## src/rtl/mem_bus_arbiter.sv

```systemverilog
// -----------------------------------------------------------------------------
// mem_bus_arbiter
//
// Purpose:
//   Merges the core's fetch port (fe_*) and load/store port (mem_*) onto one
//   single-ported, variable-latency word bus (bus_*). Contended requests are
//   granted with alternating priority. Stores are lane-steered with byte
//   strobes. Loads are lane-extracted and sign/zero-extended. Misaligned
//   half/word accesses are rejected without touching the bus.
//
// Ports:
//   clk, reset         : clock (rising edge), synchronous active-high reset
//   fe_req/fe_addr     : fetch request (held until fe_ack), word-fetch address
//   fe_ack/fe_data     : one-cycle completion pulse with the fetched word
//   mem_req/addr/write/data_in/extend/width
//                      : load/store request, attributes stable until mem_ack
//   mem_ack/mem_data_out/mem_misalign
//                      : completion pulse, extended load data (0 for stores),
//                        misalignment flag
//   bus_req/addr/we/wstrb/wdata : bus request, held until bus_ack
//   bus_ack/bus_rdata  : slave completion with read data
//   bus_timeout        : pulses with the aborted requester's ack
//
// Optional feature:
//   Define MEM_BUS_ARBITER_TIMEOUT_EN to abort a bus transfer after
//   TIMEOUT_CYCLES cycles without bus_ack. Without it bus_timeout is tied to
//   0 and the arbiter waits indefinitely for bus_ack.
// -----------------------------------------------------------------------------
module mem_bus_arbiter #(
   parameter int unsigned TIMEOUT_CYCLES = 255,
   parameter bit          RESET_FE_PRIO  = 1'b0
) (
   input  logic        clk,
   input  logic        reset,
   input  logic        fe_req,
   input  logic [31:0] fe_addr,
   output logic        fe_ack,
   output logic [31:0] fe_data,
   input  logic        mem_req,
   input  logic [31:0] mem_addr,
   input  logic        mem_write,
   input  logic [31:0] mem_data_in,
   input  logic        mem_extend,
   input  logic [1:0]  mem_width,
   output logic        mem_ack,
   output logic [31:0] mem_data_out,
   output logic        mem_misalign,
   output logic        bus_req,
   output logic [31:0] bus_addr,
   output logic        bus_we,
   output logic [3:0]  bus_wstrb,
   output logic [31:0] bus_wdata,
   input  logic        bus_ack,
   input  logic [31:0] bus_rdata,
   output logic        bus_timeout
);

   typedef enum logic [1:0] {IDLE, FE_BUS, MEM_BUS, RESP} state_t;

   state_t      state_q, state_d;
   logic        grant_fe, grant_mem, bus_go;
   logic        mem_misal, in_bus, tmo_hit;
   // last_grant_mem_q = 1: mem won the last grant, so fe wins the next tie
   logic        last_grant_mem_q;
   logic        gnt_mem_p1, misal_p1, write_p1, sext_p1;
   logic [1:0]  width_p1, lane_p1;
   logic [31:0] rdata_p2;
   logic        unused_fe_lane;

   assign unused_fe_lane = ^fe_addr[1:0];

   // ---------------------------------------------------------------------------
   // Lane helpers
   // ---------------------------------------------------------------------------
   function automatic logic [3:0] store_strb(input logic [1:0] lane,
                                             input logic [1:0] width);
      logic [3:0] strb;
      case (width)
         2'd0:    strb = 4'b0001 << lane;
         2'd1:    strb = 4'b0011 << {lane[1], 1'b0};
         default: strb = 4'b1111;
      endcase
      return strb;
   endfunction

   function automatic logic [31:0] store_steer(input logic [31:0] data,
                                               input logic [1:0]  width);
      logic [31:0] wd;
      case (width)
         2'd0:    wd = {4{data[7:0]}};
         2'd1:    wd = {2{data[15:0]}};
         default: wd = data;
      endcase
      return wd;
   endfunction

   function automatic logic [31:0] load_extract(input logic [31:0] word,
                                                input logic [1:0]  lane,
                                                input logic [1:0]  width,
                                                input logic        sext);
      logic [31:0]        b_sh, h_sh;
      logic signed [31:0] val;
      b_sh = word >> {lane, 3'b000};
      h_sh = word >> {lane[1], 4'b0000};
      case (width)
         2'd0: begin
            if (sext) val = signed'({b_sh[7:0], 24'h0}) >>> 24;
            else      val = signed'({24'h0, b_sh[7:0]});
         end
         2'd1: begin
            if (sext) val = signed'({h_sh[15:0], 16'h0}) >>> 16;
            else      val = signed'({16'h0, h_sh[15:0]});
         end
         default: val = signed'(word);
      endcase
      return unsigned'(val);
   endfunction

   // ---------------------------------------------------------------------------
   // Arbitration and next state
   // ---------------------------------------------------------------------------
   assign mem_misal = ((mem_width == 2'd1) && mem_addr[0]) ||
                      (mem_width[1] && (mem_addr[1:0] != 2'b00));
   assign in_bus    = (state_q == FE_BUS) || (state_q == MEM_BUS);

   always_comb begin
      state_d   = state_q;
      grant_fe  = 1'b0;
      grant_mem = 1'b0;
      bus_go    = 1'b0;
      case (state_q)
         IDLE: begin
            if (fe_req && mem_req) begin
               grant_fe  = last_grant_mem_q;
               grant_mem = !last_grant_mem_q;
            end else begin
               grant_fe  = fe_req;
               grant_mem = mem_req;
            end
            bus_go = grant_fe || (grant_mem && !mem_misal);
            if (grant_fe)       state_d = FE_BUS;
            else if (grant_mem) state_d = mem_misal ? RESP : MEM_BUS;
         end
         FE_BUS, MEM_BUS: begin
            if (bus_ack || tmo_hit) state_d = RESP;
         end
         RESP:    state_d = IDLE;
         default: state_d = IDLE;
      endcase
   end

   always_ff @(posedge clk) begin
      if (reset) state_q <= IDLE;
      else       state_q <= state_d;
   end

   // ---------------------------------------------------------------------------
   // Stage p1: grant latches attributes and launches the bus request
   // Stage p2: bus completion (or abort) captures read data
   // Stage p3: registered ack pulse to the granted port
   // ---------------------------------------------------------------------------
   always_ff @(posedge clk) begin
      if (reset) begin
         last_grant_mem_q <= RESET_FE_PRIO;
         gnt_mem_p1       <= 1'b0;
         misal_p1         <= 1'b0;
         bus_req          <= 1'b0;
         bus_addr         <= 32'h0;
         bus_we           <= 1'b0;
         bus_wstrb        <= 4'b0000;
         bus_wdata        <= 32'h0;
         fe_ack           <= 1'b0;
         fe_data          <= 32'h0;
         mem_ack          <= 1'b0;
         mem_data_out     <= 32'h0;
         mem_misalign     <= 1'b0;
      end else begin
         fe_ack       <= 1'b0;
         mem_ack      <= 1'b0;
         mem_misalign <= 1'b0;

         if (grant_fe || grant_mem) begin
            last_grant_mem_q <= grant_mem;
            gnt_mem_p1       <= grant_mem;
            misal_p1         <= grant_mem && mem_misal;
            write_p1         <= mem_write;
            sext_p1          <= mem_extend;
            width_p1         <= mem_width;
            lane_p1          <= mem_addr[1:0];
         end

         if (bus_go) begin
            bus_req   <= 1'b1;
            bus_addr  <= grant_mem ? {mem_addr[31:2], 2'b00} : {fe_addr[31:2], 2'b00};
            bus_we    <= grant_mem && mem_write;
            bus_wstrb <= (grant_mem && mem_write) ? store_strb(mem_addr[1:0], mem_width)
                                                  : 4'b0000;
            bus_wdata <= grant_mem ? store_steer(mem_data_in, mem_width) : 32'h0;
         end

         if (in_bus && (bus_ack || tmo_hit)) begin
            bus_req   <= 1'b0;
            bus_we    <= 1'b0;
            bus_wstrb <= 4'b0000;
            // bus_ack wins over a coincident timeout
            rdata_p2  <= bus_ack ? bus_rdata : 32'hDEADBEEF;
         end

         if (state_q == RESP) begin
            if (gnt_mem_p1) begin
               mem_ack      <= 1'b1;
               mem_misalign <= misal_p1;
               mem_data_out <= (misal_p1 || write_p1) ? 32'h0
                               : load_extract(rdata_p2, lane_p1, width_p1, sext_p1);
            end else begin
               fe_ack  <= 1'b1;
               fe_data <= rdata_p2;
            end
         end
      end
   end

`ifdef MEM_BUS_ARBITER_TIMEOUT_EN
   // Abort fires in the TIMEOUT_CYCLES-th bus cycle that sees no bus_ack.
   localparam logic [15:0] TMO_LAST = 16'(TIMEOUT_CYCLES - 1);

   logic [15:0] tmo_cnt_q;
   logic        tmo_flag_q, bus_timeout_q;

   assign tmo_hit     = in_bus && !bus_ack && (tmo_cnt_q == TMO_LAST);
   assign bus_timeout = bus_timeout_q;

   always_ff @(posedge clk) begin
      if (reset) begin
         tmo_cnt_q     <= 16'h0;
         tmo_flag_q    <= 1'b0;
         bus_timeout_q <= 1'b0;
      end else begin
         if (grant_fe || grant_mem) begin
            tmo_cnt_q  <= 16'h0;
            tmo_flag_q <= 1'b0;
         end else if (in_bus) begin
            tmo_cnt_q  <= tmo_cnt_q + 16'd1;
         end
         if (tmo_hit) tmo_flag_q <= 1'b1;
         bus_timeout_q <= (state_q == RESP) && tmo_flag_q;
      end
   end
`else
   assign tmo_hit     = 1'b0;
   assign bus_timeout = 1'b0;
`endif

endmodule

```

## config.mk

```make
export PLATFORM = sky130hd
export DESIGN_NAME = mem_bus_arbiter
export DESIGN_NICKNAME = d
export VERILOG_FILES = /design/src/rtl/mem_bus_arbiter.sv
export SDC_FILE = /design/constraint.sdc
export NUM_CORES = 1
export LEC_CHECK = 0
export ABC_CLOCK_PERIOD_IN_PS = 2900
export CAP_MARGIN = 15
export CORE_ASPECT_RATIO = 0.9
export CORE_MARGIN = 10
export CORE_UTILIZATION = 40
export DETAILED_ROUTE_END_ITERATION = 10
export GPL_TIMING_DRIVEN = 0
export HOLD_SLACK_MARGIN = 0.15
export PLACE_DENSITY = 0.87
export SYNTH_ARGS = -nofsm -noshare
export SYNTH_HDL_FRONTEND = slang
export SYNTH_SLANG_ARGS = --single-unit
```

## constraint.sdc

```tcl
create_clock -name clk -period 2.9 [get_ports clk]
set_input_delay 0.29 -clock clk [delete_from_list [all_inputs] [get_ports clk]]
set_output_delay 0.29 -clock clk [all_outputs]
set_load 0.05 [all_outputs]
```

Routed clock nets over the placement:
Scale bar: 50 µm.
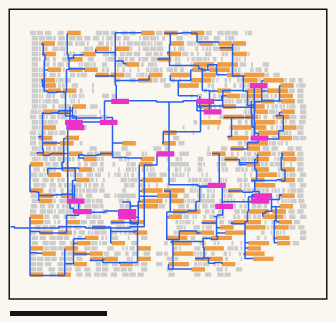
Orange shows flip-flops, count 177. Magenta shows cells driving clock nets, count 17. Blue shows clock wires, length 2200 µm.
Position of the flops: all over the die.
clock group power: 0.00235 W
final worst clock skew: 0.0152 ns
power share of the clock group: 0.277

Drive-strength map:
Scale bar: 50 µm.
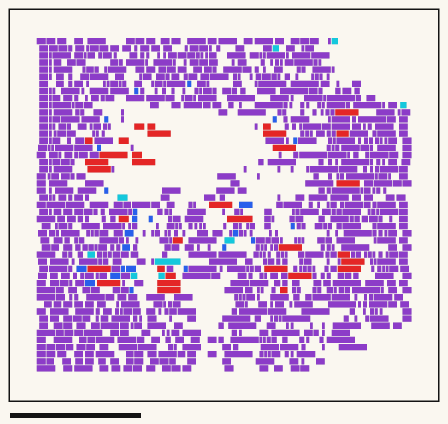
Cyan shows drive 3 to 4, cells 9, most used buf_4. Purple shows drive 1 or less, cells 1041, most used clkdlybuf4s50_1. Red shows drive 6 and up, cells 33, most used clkbuf_16. Blue shows drive 2, cells 24, most used buf_2.
final instance area: 0.0111 mm²
layout overhead on the synthesized area: 48.9%
worst setup margin: 0.607 ns

==> run summary <==
The full implementation flow was run.

The largest net degree at the start of global routing stands at 19. According to the dpl log, the detail-placed design has an HPWL of 21000 µm. In this run, post-CTS hold repair placed 0 buffers. The maximum buffer depth of the clock tree stands at 2. The leakage power figure stands at ~4 nW. The kind of cell with the highest combined delay along the critical path is buffers and inverters. The slew at the pin with the worst max-slew slack stands at roughly 0.71 ns.

For this run, the post-layout net count is roughly 1200. The via count of the first global-routing pass was 7476. In the final layout, the fill cell count is ~1600. The number of buffers and inverters on the critical path is 3. The maximum operating frequency stands at between 400 and 500 MHz. Per the placement log, port buffering inserted roughly 270 buffers.

The die height stands at about 150 µm. The wire length on met1 stands at 10500 µm. The area fraction of the largest cell type after synthesis is 0.375. The synthesized instance count is 803.

Sorting the synthesized cells by area gives the leading types as sky130_fd_sc_hd__dfxtp_1 (37%), sky130_fd_sc_hd__edfxtp_1 (15%), sky130_fd_sc_hd__nand2_1 (8.4%). The launch point of the worst min-delay path is recorded as mem_extend. The synthesis run shows the most used standard cells to be sky130_fd_sc_hd__nand2_1 (167), sky130_fd_sc_hd__dfxtp_1 (139), sky130_fd_sc_hd__a21oi_1 (108), sky130_fd_sc_hd__o21ai_0 (47), sky130_fd_sc_hd__clkbuf_1 (46). The worst setup path is captured at a register.

The met1 track demand over resource stands at 0.251. In this run, the synthesized area fraction spent on adder and majority cells is recorded as 0.00337. CTS placed an instance of sky130_fd_sc_hd__clkbuf_16 at the clock tree root. In this run the tools logged warnings totalling 29. The count of warnings emitted by yosys stands at 0. By instance count after routing, the leading logic cell type is sky130_fd_sc_hd__clkdlybuf4s50_1. In this design, the stage delay of the slowest critical-path cell is between 0.7 and 0.8 ns.

The insertion delay to the later sink of the worst-skew pair stands at 0.44 ns. The combinational share of cell area stands at 0.283. Final hold analysis gives a worst-case slack of between 0.4 and 0.5 ns. The post-route utilization of the core is recorded as 0.603. The initial antenna violation count stands at 1.

The mapped netlist covers around 0.0074 mm². Looking at the group totals, the largest power group turns out to be registers. After synthesis the netlist holds a flip-flop and latch count of around 180.

The placeable core region stands at about 0.018 mm². The inserted tap cell count stands at 245. The max-slew violation count stands at 0. The number of multi-input combinational cells in the layout is ~540. The critical path ends at rdata_p2[31]$_SDFFCE_PN1P_. For this configuration, the core starts out at a cell density of 0.405. Per the STA report, the cell with the highest stage delay on the worst path is sky130_fd_sc_hd__clkdlybuf4s50_1. The synthesized netlist has a Yosys-reported chip area of 0.00743 mm². Per the synthesis report, the AND-OR/OR-AND share of the synthesized area is 0.231. The detailed router used layers up to and including met4. The first-pass iteration count of the detailed router stands at 5. In this run the mean area of a mapped cell was around 9.3 µm². Along the worst hold path, the cell count comes to 1.

The min-delay analysis places its worst path in the category in -> reg. The flop count stands at 177. Listed in order, past its start point the critical path passes clkdlybuf4s50_1 -> clkbuf_1 -> nand2_1 -> nor2_4 -> buf_16. The global routing report lists met2 layer usage as 0.366.

Counting tap cells, the placed design contains a total of between 1000 and 1500 instances. The layout report lists the combined flip-flop and latch area as 0.00392 mm². The flow ran to the end, and the final reports show no timing, DRC or antenna violations.

The worst setup timing slack at the placement stage stands at around 0.11 ns. The count of buffers added by post-CTS timing repair for setup stands at 0. According to the timing report, the critical path is launched from bus_ack. Per the detailed-route log, wirelength across all metal layers totals roughly 27000 µm.

The xor and xnor area share after synthesis stands at 0. The routed length per placed instance stands at approximately 20 µm. The global route stage reports its total congestion overflow as 0. For this run, global-route usage on met3 was measured as 0.0938. Among all cell types in the netlist, the one instantiated most often is sky130_fd_sc_hd__nand2_1. The residual antenna-violating net count after detailed routing stands at 0. The standard cell area after detailed placement stands at ~0.010 mm². Power comes to 0.00850 W. The number of buffers created by CTS stands at 17. Setup repair after global routing left no endpoint under its margin. The class occupying the most area after layout is reported as registers. In this run, the number of DRC markers left after iteration 0 of detailed routing was between 400 and 500. The count of boundary I/O pins stands at around 280. In the final layout, the multi-input gates occupy 0.00314 mm². The area enclosed by the die boundary stands at 0.0244 mm². Hold analysis lists the worst path endpoint as sext_p1$_DFFE_PP_.

Measured on the final layout, buffering overhead outside the clock network stands at 0.275. Across every metal layer, demand over resource in global routing totals 0.219.
Power is estimated from default activity; no workload was simulated.
